--- src/rtl/dmem_arbiter.sv ---
// dmem_arbiter: two-port round-robin arbiter in front of the single-port data
// memory. Port 0 is the CPU load/store path, port 1 the loader/dump port.
// One access occupies one ACCESS cycle; the response (rdata/err) is registered
// at the edge ending that cycle and presented with a one-cycle rvalid pulse.
//
// Handshake: a requester holds pX_req high with we/addr/wdata stable until it
// sees pX_gnt. At the edge ending its gnt cycle it either drops req or already
// presents the next request. The owner's req is not sampled at that edge, so
// one port alone gets at most one access every two cycles. Both ports
// alternating sustain one access per cycle.
//
// Optional feature macro: DMEM_ARB_STATS_EN adds saturating 16-bit counters
// stat_gnt0, stat_gnt1 and stat_conflict as extra outputs.
//
// dbg_state exposes the FSM state (0 = IDLE, 1 = ACCESS) for checkers.

module dmem_arbiter #(
   parameter int          ADDR_W   = 32,
   parameter int          DATA_W   = 32,
   parameter int unsigned ADDR_MAX = 65535
) (
   input  logic              clk,
   input  logic              rst_n,
   // port 0
   input  logic              p0_req,
   input  logic              p0_we,
   input  logic [ADDR_W-1:0] p0_addr,
   input  logic [DATA_W-1:0] p0_wdata,
   output logic              p0_gnt,
   output logic              p0_rvalid,
   output logic [DATA_W-1:0] p0_rdata,
   output logic              p0_err,
   // port 1
   input  logic              p1_req,
   input  logic              p1_we,
   input  logic [ADDR_W-1:0] p1_addr,
   input  logic [DATA_W-1:0] p1_wdata,
   output logic              p1_gnt,
   output logic              p1_rvalid,
   output logic [DATA_W-1:0] p1_rdata,
   output logic              p1_err,
   // memory side
   output logic [ADDR_W-1:0] mem_read_address,
   output logic [ADDR_W-1:0] mem_write_address,
   output logic              mem_write_enable,
   output logic [DATA_W-1:0] mem_data_in,
   input  logic [DATA_W-1:0] mem_data_out,
   // debug
   output logic              dbg_state
`ifdef DMEM_ARB_STATS_EN
   ,
   output logic [15:0]       stat_gnt0,
   output logic [15:0]       stat_gnt1,
   output logic [15:0]       stat_conflict
`endif
);

   typedef enum logic {
      IDLE   = 1'b0,
      ACCESS = 1'b1
   } state_t;

   localparam logic [ADDR_W-1:0] ADDR_LIM = ADDR_W'(ADDR_MAX);

   // FSM and arbitration state
   state_t            state_q, state_d;
   logic              own_q, own_d;     // port owning the current ACCESS cycle
   logic              last_q, last_d;   // last granted port, loses the next tie
   logic              acc_we_q, acc_we_d;
   logic              acc_err_q, acc_err_d;

   // registered memory-side outputs
   logic [ADDR_W-1:0] mem_addr_q, mem_addr_d;
   logic [DATA_W-1:0] mem_din_q, mem_din_d;
   logic              mem_we_q, mem_we_d;

   // registered requester-side outputs
   logic              gnt0_q, gnt0_d, gnt1_q, gnt1_d;
   logic              rvalid0_q, rvalid0_d, rvalid1_q, rvalid1_d;
   logic [DATA_W-1:0] rdata0_q, rdata0_d, rdata1_q, rdata1_d;
   logic              err0_q, err0_d, err1_q, err1_d;

   // arbitration helpers
   logic              elig0, elig1, both_elig, win_valid, win;
   logic              sel_we;
   logic [ADDR_W-1:0] sel_addr;
   logic [DATA_W-1:0] sel_wdata;
   logic              sel_err;
   logic [DATA_W-1:0] resp_data;

   // Eligibility and round-robin winner; the owner of an ACCESS cycle is masked
   always_comb begin
      elig0     = p0_req && !(state_q == ACCESS && own_q == 1'b0);
      elig1     = p1_req && !(state_q == ACCESS && own_q == 1'b1);
      both_elig = elig0 && elig1;
      win_valid = elig0 || elig1;
      win       = both_elig ? ~last_q : elig1;
      sel_we    = win ? p1_we    : p0_we;
      sel_addr  = win ? p1_addr  : p0_addr;
      sel_wdata = win ? p1_wdata : p0_wdata;
      sel_err   = sel_addr > ADDR_LIM;
      resp_data = (acc_we_q || acc_err_q) ? '0 : mem_data_out;
   end

   // Next-state: capture the winner into the access registers, and register the
   // response of the access that is ending at this edge
   always_comb begin
      state_d   = state_q;
      own_d     = own_q;
      last_d    = last_q;
      acc_we_d  = acc_we_q;
      acc_err_d = acc_err_q;
      mem_addr_d = mem_addr_q;
      mem_din_d  = mem_din_q;
      mem_we_d   = 1'b0;
      gnt0_d     = 1'b0;
      gnt1_d     = 1'b0;
      rvalid0_d  = 1'b0;
      rvalid1_d  = 1'b0;
      rdata0_d   = rdata0_q;
      rdata1_d   = rdata1_q;
      err0_d     = 1'b0;
      err1_d     = 1'b0;

      if (win_valid) begin
         state_d    = ACCESS;
         own_d      = win;
         last_d     = win;
         acc_we_d   = sel_we;
         acc_err_d  = sel_err;
         mem_addr_d = sel_addr;
         mem_din_d  = sel_wdata;
         mem_we_d   = sel_we && !sel_err;
         gnt0_d     = ~win;
         gnt1_d     = win;
      end else begin
         state_d = IDLE;
      end

      if (state_q == ACCESS) begin
         if (own_q == 1'b0) begin
            rvalid0_d = 1'b1;
            rdata0_d  = resp_data;
            err0_d    = acc_err_q;
         end else begin
            rvalid1_d = 1'b1;
            rdata1_d  = resp_data;
            err1_d    = acc_err_q;
         end
      end
   end

   // FSM and output registers; reset drops write_enable without a clock edge
   always_ff @(posedge clk or negedge rst_n) begin
      if (!rst_n) begin
         state_q    <= IDLE;
         own_q      <= 1'b0;
         last_q     <= 1'b1;
         acc_we_q   <= 1'b0;
         acc_err_q  <= 1'b0;
         mem_addr_q <= '0;
         mem_din_q  <= '0;
         mem_we_q   <= 1'b0;
         gnt0_q     <= 1'b0;
         gnt1_q     <= 1'b0;
         rvalid0_q  <= 1'b0;
         rvalid1_q  <= 1'b0;
         rdata0_q   <= '0;
         rdata1_q   <= '0;
         err0_q     <= 1'b0;
         err1_q     <= 1'b0;
      end else begin
         state_q    <= state_d;
         own_q      <= own_d;
         last_q     <= last_d;
         acc_we_q   <= acc_we_d;
         acc_err_q  <= acc_err_d;
         mem_addr_q <= mem_addr_d;
         mem_din_q  <= mem_din_d;
         mem_we_q   <= mem_we_d;
         gnt0_q     <= gnt0_d;
         gnt1_q     <= gnt1_d;
         rvalid0_q  <= rvalid0_d;
         rvalid1_q  <= rvalid1_d;
         rdata0_q   <= rdata0_d;
         rdata1_q   <= rdata1_d;
         err0_q     <= err0_d;
         err1_q     <= err1_d;
      end
   end

   assign p0_gnt            = gnt0_q;
   assign p1_gnt            = gnt1_q;
   assign p0_rvalid         = rvalid0_q;
   assign p1_rvalid         = rvalid1_q;
   assign p0_rdata          = rdata0_q;
   assign p1_rdata          = rdata1_q;
   assign p0_err            = err0_q;
   assign p1_err            = err1_q;
   assign mem_read_address  = mem_addr_q;
   assign mem_write_address = mem_addr_q;
   assign mem_write_enable  = mem_we_q;
   assign mem_data_in       = mem_din_q;
   assign dbg_state         = state_q;

`ifdef DMEM_ARB_STATS_EN
   logic [15:0] st_gnt0_q, st_gnt0_d;
   logic [15:0] st_gnt1_q, st_gnt1_d;
   logic [15:0] st_conf_q, st_conf_d;

   // Saturating usage counters: per-port ACCESS cycles and contended edges
   always_comb begin
      st_gnt0_d = st_gnt0_q;
      st_gnt1_d = st_gnt1_q;
      st_conf_d = st_conf_q;
      if (state_q == ACCESS && own_q == 1'b0 && st_gnt0_q != 16'hFFFF)
         st_gnt0_d = st_gnt0_q + 16'd1;
      if (state_q == ACCESS && own_q == 1'b1 && st_gnt1_q != 16'hFFFF)
         st_gnt1_d = st_gnt1_q + 16'd1;
      if (both_elig && st_conf_q != 16'hFFFF)
         st_conf_d = st_conf_q + 16'd1;
   end

   // Counter registers
   always_ff @(posedge clk or negedge rst_n) begin
      if (!rst_n) begin
         st_gnt0_q <= '0;
         st_gnt1_q <= '0;
         st_conf_q <= '0;
      end else begin
         st_gnt0_q <= st_gnt0_d;
         st_gnt1_q <= st_gnt1_d;
         st_conf_q <= st_conf_d;
      end
   end

   assign stat_gnt0     = st_gnt0_q;
   assign stat_gnt1     = st_gnt1_q;
   assign stat_conflict = st_conf_q;
`endif

endmodule

--- config.mk ---
export PLATFORM = sky130hd
export DESIGN_NAME = dmem_arbiter
export DESIGN_NICKNAME = d
export VERILOG_FILES = /design/src/rtl/dmem_arbiter.sv
export SDC_FILE = /design/constraint.sdc
export NUM_CORES = 1
export LEC_CHECK = 0
export ABC_AREA = 1
export ABC_CLOCK_PERIOD_IN_PS = 3300
export CAP_MARGIN = 10
export CORE_MARGIN = 10
export CORE_UTILIZATION = 42
export CTS_CLUSTER_SIZE = 16
export DETAILED_ROUTE_END_ITERATION = 8
export GPL_TIMING_DRIVEN = 0
export PLACE_DENSITY = 0.86
export SLEW_MARGIN = 20
export SYNTH_ARGS = -nofsm -noshare
export SYNTH_HDL_FRONTEND = slang
export SYNTH_SLANG_ARGS = --single-unit
--- constraint.sdc ---
create_clock -name clk -period 3.3 [get_ports clk]
set_clock_uncertainty 0.2 [all_clocks]
set_input_delay 0.33 -clock clk [delete_from_list [all_inputs] [get_ports clk]]
set_output_delay 0.33 -clock clk [all_outputs]
set_load 0.01 [all_outputs]
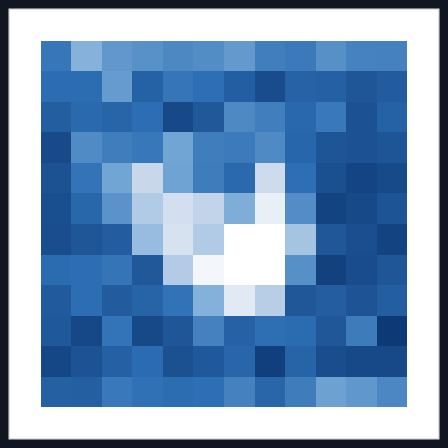
**Above:** run 1 (cell area per tile).
14 x 14 tiles, from white (low) to dark blue (high), 0 to 100% covered.
The emptiest ninth of the die: center. The densest ninth of the die: middle right. The fullest tile reaches 96%. 39% of the tiles are over 75% full. The mean over all tiles is 51%.
final core utilization: 72.87%
placeable core area: 14040 sq um
pre-placement core utilization: 43.21%

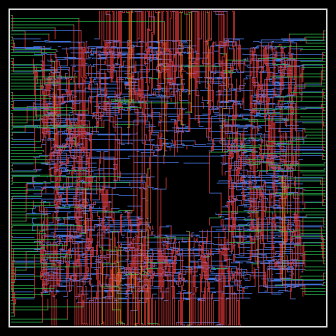
**Above:** run 1 (wiring by layer).
M4: shown in orange, wire length 895 um. M3: shown in green, wire length 2910 um. M2: shown in red, wire length 12400 um. M1: shown in blue, wire length 8860 um.
total via count after detailed routing: 6463
post-detailed-route wirelength per cell: 20.16 um
total length of routed wires: 25.12 mm

==> run summary, run 1 <==
Summary of implementation figures.

Power and ir drop
The largest part of the power goes to combinational logic. The standby leakage power is 4.430 nW. In this run, flip-flops and latches consume 31.3% of the power.

The part of the total power dissipated in combinational logic is around half.

Yosys
Yosys stat counts 697 cells in the synthesized netlist. By area the synthesized netlist is led by sky130_fd_sc_hd__dfrtp_1 (57%), sky130_fd_sc_hd__nand2_1 (14%), sky130_fd_sc_hd__o21ai_0 (8.1%). Measured against the total synthesized area, the mux share comes to 0%. Per the synthesis report, the XOR/XNOR share of the synthesized area is 0%. The area fraction of the dominant cell type after synthesis is a little under three fifths.

By count the netlist is led by sky130_fd_sc_hd__nand2_1 (221), sky130_fd_sc_hd__dfrtp_1 (139), sky130_fd_sc_hd__o21ai_0 (98).

CTS
The clock transition at the registers of the reported paths is 0.06 ns. CTS reports a maximum clock tree buffer depth of 2. The number of sinks driven by the clock tree is 140.

Drt
For this run, the detailed router's first-pass iteration total came to 5. Per the detail_route log, met2 wirelength is 12.45 mm.

Floorplanning
Tap insertion was completed with approximately 180 tapcells. The y dimension of the die is 140.2 um. The x dimension of the die is 140.2 um. The cell row count is 43.

Placed design
Once placement completed, the tool counted placed cells totaling 1211. Once placement finished, the instance area stood at around 9700 sq um.

Finish
The number of signal-net buffers in the layout is 414. In the final layout, the clock buffer count is 22. The combinational share of cell area is between 20% and 30%. The most common logic cell in the final layout is sky130_fd_sc_hd__clkdlybuf4s50_1. The register fraction of the total cell area is 34.25%. The layout inverter count without the clock tree is 9.

Clock tree buffers and inverters occupy 5.466% of the routed design's cell area.

Final timing
Hold-check failures listed in the final report amount to 0. The relative max-transition margin is 60.76%. The number of pins exceeding their max-slew limit in the final report is 0.

Based on the critical path, the design can be clocked at up to 475.6 MHz.

Worst setup path
Max fanout on the critical path was recorded as 10. The worst setup path is captured at a flip-flop.

Outcome
The flow ran to the end, and the final reports show no timing, DRC or antenna violations.

Global routing
The initial antenna violation count is 2. The met1 usage is about a quarter.
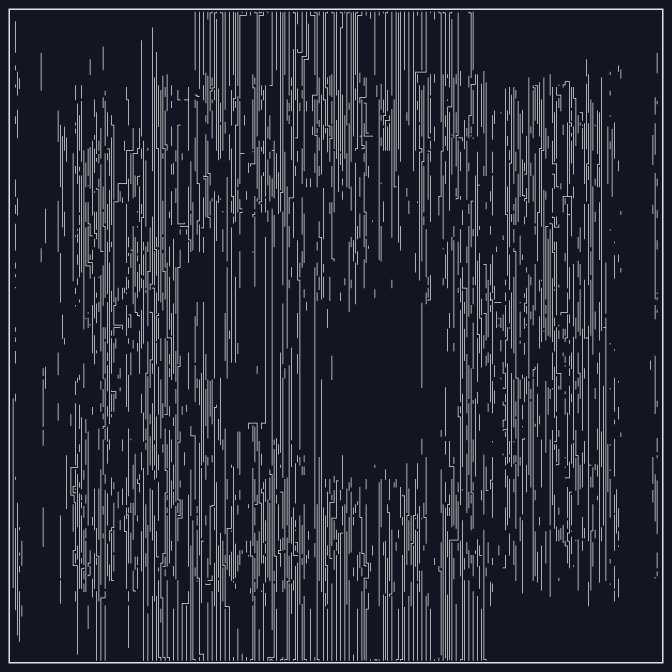
**Above:** run 1 (M2 wires).
The layer carries 12400 um of wire. The longest straight run is 56.4 um. The wires run mostly vertical. The layer holds 50% of the routed length. 1044 nets have wire on it.
met2 track utilization from global routing: 42.22%

## run 1: what timing repair did
item	in CTS	in global routing
hold endpoints to repair	52	0
hold buffers	1	0
gates resized	0	0
setup buffers	0	0
endpoints found under the setup margin	0	0
## run 1: sequential cells by signal, summed over array words and instances, names as in the netlist
signal / count
own_q: 1
last_q: 1
acc_we_q: 1
mem_read_address: 32
p1_rvalid: 1
dbg_state: 1
p0_rdata: 32
p1_rdata: 32
p1_err: 1
p0_err: 1
p0_gnt: 1
p1_gnt: 1
mem_write_enable: 1
acc_err_q: 1
p0_rvalid: 1
mem_data_in: 32
## run 1: critical path: stages (launching register included)
cell	delay [ns]
sky130_fd_sc_hd__dfrtp_1	0.41
sky130_fd_sc_hd__nand2_2	0.12
sky130_fd_sc_hd__inv_2	0.08
sky130_fd_sc_hd__nor2_8	0.16
sky130_fd_sc_hd__inv_1	0.06
sky130_fd_sc_hd__nand2_1	0.21
sky130_fd_sc_hd__clkbuf_1	0.36
sky130_fd_sc_hd__o21ai_0	0.21
sky130_fd_sc_hd__o21ai_0	0.22
## run 1: final timing paths
| check | startpoint | endpoint | slack, ns | cells after the start |
|---|---|---|---|---|
| worst min-delay path | rst_n | p0_rdata[12] | 0.22 | 2 |
| min in group clk | p1_wdata[12] | mem_data_in[12] | 0.27 | 3 |
| worst min register to register | p0_rdata[23] | p0_rdata[23] | 0.28 | 2 |
| max in group asynchronous | rst_n | last_q | 1.89 | 3 |
| worst max-delay path | dbg_state | mem_read_address[13] | 1.20 | 8 |
| worst max register to register | dbg_state | mem_read_address[13] | 1.20 | 8 |
## run 1: kinds of logic (layout without fill, tap and decap cells)
kind of cell           after synthesis  count (layout)
flip-flops                         140             140
other                                0               2
buffers and inverters               88             455
AND/OR/NAND/NOR                    341             341
AND-OR/OR-AND                      128             128
## Run 2: what changed since run 1
--- a/config.mk
+++ b/config.mk
@@ -6,14 +6,14 @@
 export NUM_CORES = 1
 export LEC_CHECK = 0
 export ABC_AREA = 1
-export ABC_CLOCK_PERIOD_IN_PS = 3300
+export ABC_CLOCK_PERIOD_IN_PS = 1700
 export CAP_MARGIN = 10
 export CORE_MARGIN = 10
-export CORE_UTILIZATION = 42
+export CORE_UTILIZATION = 35
 export CTS_CLUSTER_SIZE = 16
 export DETAILED_ROUTE_END_ITERATION = 8
 export GPL_TIMING_DRIVEN = 0
-export PLACE_DENSITY = 0.86
+export PLACE_DENSITY = 0.77
 export SLEW_MARGIN = 20
 export SYNTH_ARGS = -nofsm -noshare
 export SYNTH_HDL_FRONTEND = slang
==> constraint.sdc (replaced) <==
create_clock -name clk -period 1.7 [get_ports clk]
set_clock_uncertainty 0.2 [all_clocks]
set_input_delay 0.17 -clock clk [delete_from_list [all_inputs] [get_ports clk]]
set_output_delay 0.17 -clock clk [all_outputs]
set_load 0.01 [all_outputs]
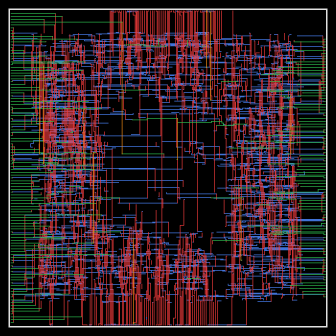
**Above:** run 2 (wiring by layer).
M1: shown in blue, wire length 9630 um. M4: shown in orange, wire length 430 um. M3: shown in green, wire length 2960 um. M2: shown in red, wire length 12600 um.
total length of routed wires: 25.58 mm
post-detailed-route wirelength per cell: 19.56 um
global-route total usage across every layer: 21.33%
total via count after detailed routing: 6474

==> run 2 against run 1 <==
  * The flow now finishes with violations (setup timing)
  * Largest cell class unchanged
  * Clock power grew 110%
  * Critical path depth up 1
  * Cell count grew 5.0%
  * Power is 97% higher
  * Register-to-register slack worse by 1.4 ns
  * Sequential share of layout area decreased by 2.1 points
  * Utilization down 9.3 points
  * Synthesized cell count stayed put
  * Routed wire length grew 1.8%
  * Non-clock buffer count up 19
  * First-iteration DRC count decreased by 37%
  * Sequential cell count did not move
==> run summary, run 2 <==
Summary of implementation figures.

Drt
The residual antenna-violating net count after detailed routing is 0 (unchanged). The first-pass detailed-route iteration total is 4 (was 5).

Worst setup path
The path depth of the worst reg2reg path came to 9 (was 8). The stage delay of the slowest cell on the critical path came to 0.38 ns (was 0.41 ns). The slowest library cell on the worst path is sky130_fd_sc_hd__dfrtp_1 (unchanged).

The slack of the worst reg-to-reg path is -0.20 ns (was 1.20 ns). The top fanout value on the critical path is 10 (unchanged). Critical-path cell list: buf_4, nand2_8, nand3_4, nand2_8, buf_4, buf_16, buf_8, nand4_1, nand3_1 (was nand2_2, inv_2, nor2_8, inv_1, nand2_1, clkbuf_1, o21ai_0, o21ai_0). The launching element of the worst setup path was dbg_state (unchanged).

The startpoint-to-endpoint class of the critical path was flip-flop to flip-flop (unchanged). The total stage count of the critical path is 9 (was 8). The buffers plus inverters on the worst setup path is 4 (was 3). The end of the critical path is mem_data_in[0] (was mem_read_address[13]). The end of the worst register-to-register path is mem_data_in[0] (was mem_read_address[13]). The worst flop-to-flop path startpoint is dbg_state (unchanged). The kind of end point of the critical path is a flip-flop (unchanged).

The largest delay contributor family on the critical path is simple AND/OR/NAND/NOR gates (was buffers and inverters). The type of origin of the critical path was a flip-flop (unchanged).

Power and ir drop
The part of the power in registers came to 30.3% (was 31.3%). The share of power burned in the clock network is 20.3% (was 18.7%). The total power density per cell area is 1754 nW/um^2 (was 945.7 nW/um^2). The worst supply voltage drop on vdd was 0.8023 mV (was 0.5108 mV). The top power consumer group is combinational logic (unchanged).

The total chip power was 19.09 mW (was 9.677 mW). The fraction of power spent switching nets is 38.66% (was 37.40%). The part of the total power dissipated in combinational logic came to 49.4% (was 50.1%). The standby leakage power was 5.452 nW (was 4.430 nW). The sequential-cell power consumption was 5.79 mW (was 3.03 mW).

Final timing
The count of endpoints failing hold in the final timing report is 0 (unchanged). The top achievable clock speed is 525.0 MHz (was 475.6 MHz). The worst setup margin is -0.2049 ns (was 1.197 ns).

The worst slack on hold paths came to 0.09500 ns (was 0.2163 ns). The number of pins exceeding their max-slew limit in the final report is 0 (unchanged). The relative max-transition margin is 63.50% (was 60.76%). The final tally of setup violations is 68 (was 0). Setup repair after global routing missed its margin: true (was false).

Yosys
The area fraction of the dominant cell type after synthesis is 57.33% (unchanged). Top area cell types: sky130_fd_sc_hd__dfrtp_1 (57%), sky130_fd_sc_hd__nand2_1 (14%), sky130_fd_sc_hd__o21ai_0 (8.1%) (unchanged). The mean instance size in the synthesized netlist is 8.705 sq um (unchanged). The mux cell area share after synthesis was 0% (unchanged).

The fraction of the mapped netlist area in adder cells was 0% (unchanged). The total cells reported by yosys after synthesis came to 697 (unchanged). The count of yosys warnings during synthesis is 0 (unchanged). Commonest cells in the synthesized netlist: sky130_fd_sc_hd__nand2_1 (221), sky130_fd_sc_hd__dfrtp_1 (139), sky130_fd_sc_hd__o21ai_0 (98) (unchanged). The flip-flop and latch count after synthesis was 140 (unchanged).

The parity-gate share of the synthesized area counting xor and xnor cells is 0% (unchanged).

Floorplanning
The area of the core is 17120 sq um (was 14040 sq um). The effective utilization at floorplan is 35.45% (was 43.21%). The number of top-level pins is 334 (unchanged).

The cell row count was 48 (was 43). The x dimension of the die came to 151.7 um (was 140.2 um). The y dimension of the die is 151.7 um (was 140.2 um).

Placed design
The routability-driven placement congestion ratio is 0.8426 (was 0.8917). The total cell area at the placement stage came to 9719 sq um (was 9658 sq um). The sum of net half-perimeters after detailed placement is 19.34 mm (was 19.75 mm). The count of port buffers added during placement is 333 (unchanged).

CTS
The number of sinks driven by the clock tree was 140 (unchanged). The clock tree from TritonCTS is built (unchanged). The clock transition at the registers of the reported paths is 0.06 ns (about the same). The maximum root-to-sink buffer count is 2 (unchanged).

Outcome
Result of the run: finished, violations left (was complete, no violations). The checks that failed: setup timing.

Finish
The antenna cell count is 0 (was 2). The number of nets in the finished design is 1236 (was 1217). The leading cell type in the layout, fill and taps excluded is sky130_fd_sc_hd__nand2_1 (was sky130_fd_sc_hd__clkdlybuf4s50_1).

Global routing
The initial antenna violation count was 0 (was 2).
-- run 2: cell count changes in the layout (fill, tap and decap cells not counted), moves of 9 or more --
cell,previous run,this run
sky130_fd_sc_hd__buf_2,13,1
sky130_fd_sc_hd__nand2_1,221,199
sky130_fd_sc_hd__clkdlybuf4s50_1,332,169
sky130_fd_sc_hd__dlymetal6s2s_1,0,20
sky130_fd_sc_hd__clkbuf_2,0,11
sky130_fd_sc_hd__clkbuf_1,31,7
sky130_fd_sc_hd__nand2_2,3,19
sky130_fd_sc_hd__nor2_1,62,53
sky130_fd_sc_hd__buf_4,33,47
sky130_fd_sc_hd__o21ai_1,1,17
sky130_fd_sc_hd__dlygate4sd2_1,0,142
sky130_fd_sc_hd__o21ai_0,98,81
-- run 2: layer usage --
metal | vias to the layer above | GRT usage [%] | part of all wire [%]
met1 | 3122 | 23.24 | 38
met5 | - | 0 | 0
met4 | 0 | 6.339 | 1.7
met3 | 27 | 9.623 | 12
li1 | 3018 | - | -
met2 | 307 | 36.55 | 49
-- run 2: metrics by stage --
stage          cells  utilization [%]
2_1_floorplan    697                -
4_1_cts         1306            62.34
6_report        1308            63.59
3_5_place_dp    1256            56.78
3_3_place_gp    1255            56.59
5_1_grt         1308            63.59
-- run 2: final cells by class --
class	count	share of cell area [%]
Clock buffer	18	3.943
Buffer	75	6.035
Clock inverter	14	1.701
Inverter	9	0.4023
Tap cell	225	2.587
Sequential cell	140	32.20
Multi-Input combinational cell	469	20.77
Timing Repair Buffer	358	32.36
-- run 2: timing repair --
item / CTS / global route
pin swaps: 17 / 27
hold endpoints to repair: 116 / 0
hold buffers: 1 / 0
endpoints found under the setup margin: 281 / 124
gates cloned: 3 / 0
buffers inserted: 18 / 2
gates resized: 246 / 82
## Run 3: what changed since run 2
--- a/config.mk
+++ b/config.mk
@@ -8,12 +8,15 @@
 export ABC_AREA = 1
 export ABC_CLOCK_PERIOD_IN_PS = 1700
 export CAP_MARGIN = 10
+export CELL_PAD_IN_SITES_DETAIL_PLACEMENT = 1
+export CELL_PAD_IN_SITES_GLOBAL_PLACEMENT = 1
 export CORE_MARGIN = 10
-export CORE_UTILIZATION = 35
+export CORE_UTILIZATION = 25
 export CTS_CLUSTER_SIZE = 16
 export DETAILED_ROUTE_END_ITERATION = 8
 export GPL_TIMING_DRIVEN = 0
-export PLACE_DENSITY = 0.77
+export PLACE_DENSITY_LB_ADDON = 0.1
+export SETUP_SLACK_MARGIN = 0.02
 export SLEW_MARGIN = 20
 export SYNTH_ARGS = -nofsm -noshare
 export SYNTH_HDL_FRONTEND = slang
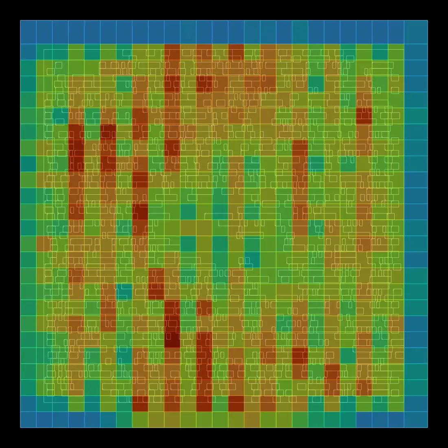
**Above:** run 3 (routing congestion map).
met2 track utilization from global routing: 32.17%
final core utilization: 46.81%
GR met1 Demand/Resource: 20.46%

==> run 3 against run 2 <==
  * The run still ends with setup timing left
  * Synthesized area unchanged
  * Sequential cell count is the same
  * Critical path type unchanged
  * Combinational power grew 3.2%
  * Clock power is 4% lower
  * Register-to-register slack is essentially flat
  * First-iteration DRC count increased by 28%
==> run summary, run 3 <==
Summary of implementation figures.

Outcome
Result of the run: finished, violations left (unchanged). Violated checks: setup timing (unchanged).

Finish
The clock network area share is 5.237% (was 5.644%). The flop count is 140 (unchanged). The count of clock buffers in the final design is 17 (was 18). The cell kind with the greatest summed area was buffers (unchanged). The layout inverter count without the clock tree is 9 (unchanged). The leading cell type in the layout, fill and taps excluded is sky130_fd_sc_hd__nand2_1 (unchanged). The number of signal-net buffers in the layout was 443 (was 433). The number of nets in the finished design is 1246 (was 1236). The combinational gate count was 469 (unchanged).

The antenna cell count was 1 (was 0). The non-clock buffer contribution to total cell area came to 38.61% (was 38.40%).

Placed design
The sum of net half-perimeters after detailed placement was 21.74 mm (was 19.34 mm). The total cell area at the placement stage is 9867 sq um (was 9719 sq um). The routability-driven placement congestion ratio was 0.7907 (was 0.8426).

The count of port buffers added during placement was 333 (unchanged).

Final timing
Setup repair after global routing missed its margin: true (unchanged). The top achievable clock speed was 523.1 MHz (was 525.0 MHz). The number of pins exceeding their max-slew limit in the final report is 0 (unchanged). The final tally of setup violations is 69 (was 68). The worst setup margin is -0.2115 ns (was -0.2049 ns). The relative max-transition margin is 63.69% (was 63.50%).

Worst setup path
The end of the worst register-to-register path is acc_err_q (was mem_data_in[0]). The launching element of the worst setup path is dbg_state (unchanged). The kind of end point of the critical path is a flip-flop (unchanged).

The path depth of the worst reg2reg path is 12 (was 9). The startpoint-to-endpoint class of the critical path is flip-flop to flip-flop (unchanged).

Yosys
The mean instance size in the synthesized netlist is 8.705 sq um (unchanged). The flip-flop and latch count after synthesis is 140 (unchanged). The total cells reported by yosys after synthesis is 697 (unchanged). The mux cell area share after synthesis is 0% (unchanged). The parity-gate share of the synthesized area counting xor and xnor cells is 0% (unchanged). Top area cell types: sky130_fd_sc_hd__dfrtp_1 (57%), sky130_fd_sc_hd__nand2_1 (14%), sky130_fd_sc_hd__o21ai_0 (8.1%) (unchanged).

Drt
The total wirelength of the detailed-routed design came to 28.74 mm (was 25.58 mm). The routed length per placed instance is 20.34 um (was 19.56 um).

CTS
The number of sinks driven by the clock tree came to 140 (unchanged). The maximum root-to-sink buffer count is 2 (unchanged).

Hold path
The number of cells on the worst hold path is listed as 3. Hold analysis lists the worst path endpoint as mem_data_in[6].

Power and ir drop
The standby leakage power is 5.337 nW (was 5.452 nW). The total power density per cell area is 1736 nW/um^2 (was 1754 nW/um^2).

Floorplanning
The number of top-level pins is 334 (unchanged). The cell row count was 56 (was 48). The area of the core came to 23680 sq um (was 17120 sq um). The number of tap instances is 319 (was 225).
==> run 3: layer usage <==
metal  global-route usage [%]  share of wire [%]
met5                        0              0.028
met2                    32.17                 51
met4                    4.875                1.3
met1                    20.46                 39
met3                    6.884                8.1
==> run 3: per-stage QoR <==
step,setup TNS (ns),setup slack (ns),hold WS (ns)
detailed placement,-49.17,-0.5683,-0.2502
floorplan,-0.01089,-0.01089,-0.3256
global route,-10.48,-0.3527,0.1066
global placement,-880.50,-5.981,0.2656
CTS,-6.143,-0.2530,0.08666
finish,-4.519,-0.2115,0.1030
==> run 3: worst max-delay path: stages, from the launching register on <==
cell and delay, ns:
sky130_fd_sc_hd__dfrtp_1 0.39, sky130_fd_sc_hd__buf_4 0.16, sky130_fd_sc_hd__nand2_8 0.07, sky130_fd_sc_hd__nand3_4 0.12, sky130_fd_sc_hd__buf_6 0.17, sky130_fd_sc_hd__nand3_2 0.06
sky130_fd_sc_hd__nand2_1 0.07, sky130_fd_sc_hd__nor2_2 0.12, sky130_fd_sc_hd__nand2_1 0.08, sky130_fd_sc_hd__nor2_2 0.15, sky130_fd_sc_hd__nand2_2 0.09, sky130_fd_sc_hd__nand2_1 0.07
sky130_fd_sc_hd__nand2_1 0.05
==> run 3: what timing repair did <==
action                     4_1_cts  5_1_grt
setup buffers                   21        2
setup endpoints to repair      304      124
hold buffers                     2        0
cloned                           5        3
pin swaps                       28       23
hold endpoints to repair        98        0
resized                        260       78
==> run 3: power breakdown <==
part	switching, mW	internal, mW
clock	1.65	2.07
combinational	5.00	4.71
sequential	0.967	4.84
total	7.62	11.6
==> run 3: logic make-up (layout without fill, tap and decap cells) <==
kind of cell | count (synthesis) | after routing
flip-flops | 140 | 140
other | 0 | 1
AND-OR/OR-AND | 128 | 128
buffers and inverters | 88 | 484
AND/OR/NAND/NOR | 341 | 341

==> notes/layouts.md <==
Pictures saved along the way, in no particular order.

Selected gate families.
image #1
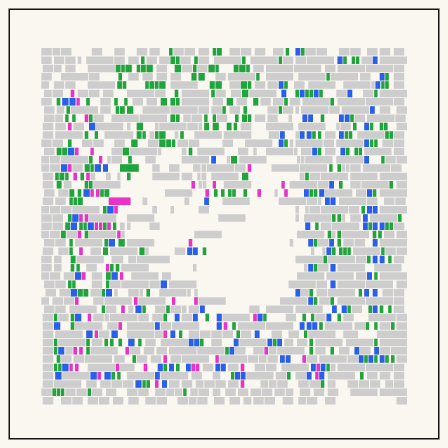
image #2
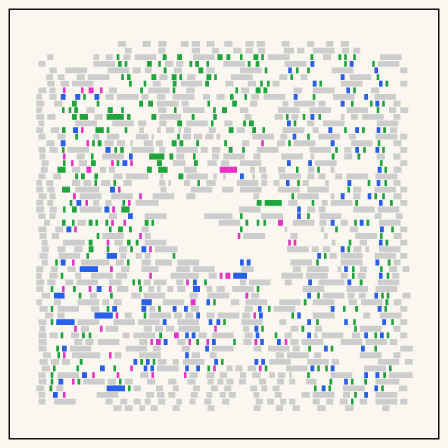
image #3
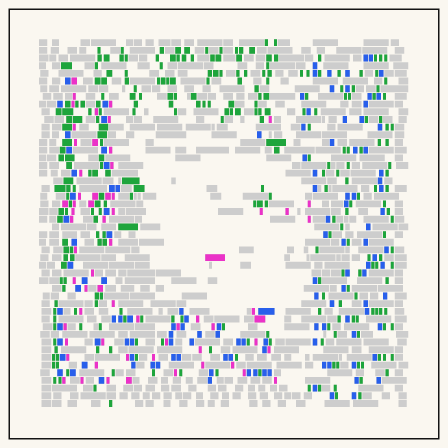
image #1: run 1
image #3: run 2
image #2: run 3

Key to image #3:
nand cells: shown in green, cells 278, most used nand2_1, where all over the die. nor cells: shown in magenta, cells 63, most used nor2_1. aoi and oai cells: shown in blue, cells 128, most used o21ai_0, where all over the die.

Power figures rest on the tool's default switching activity, not on a simulated workload.
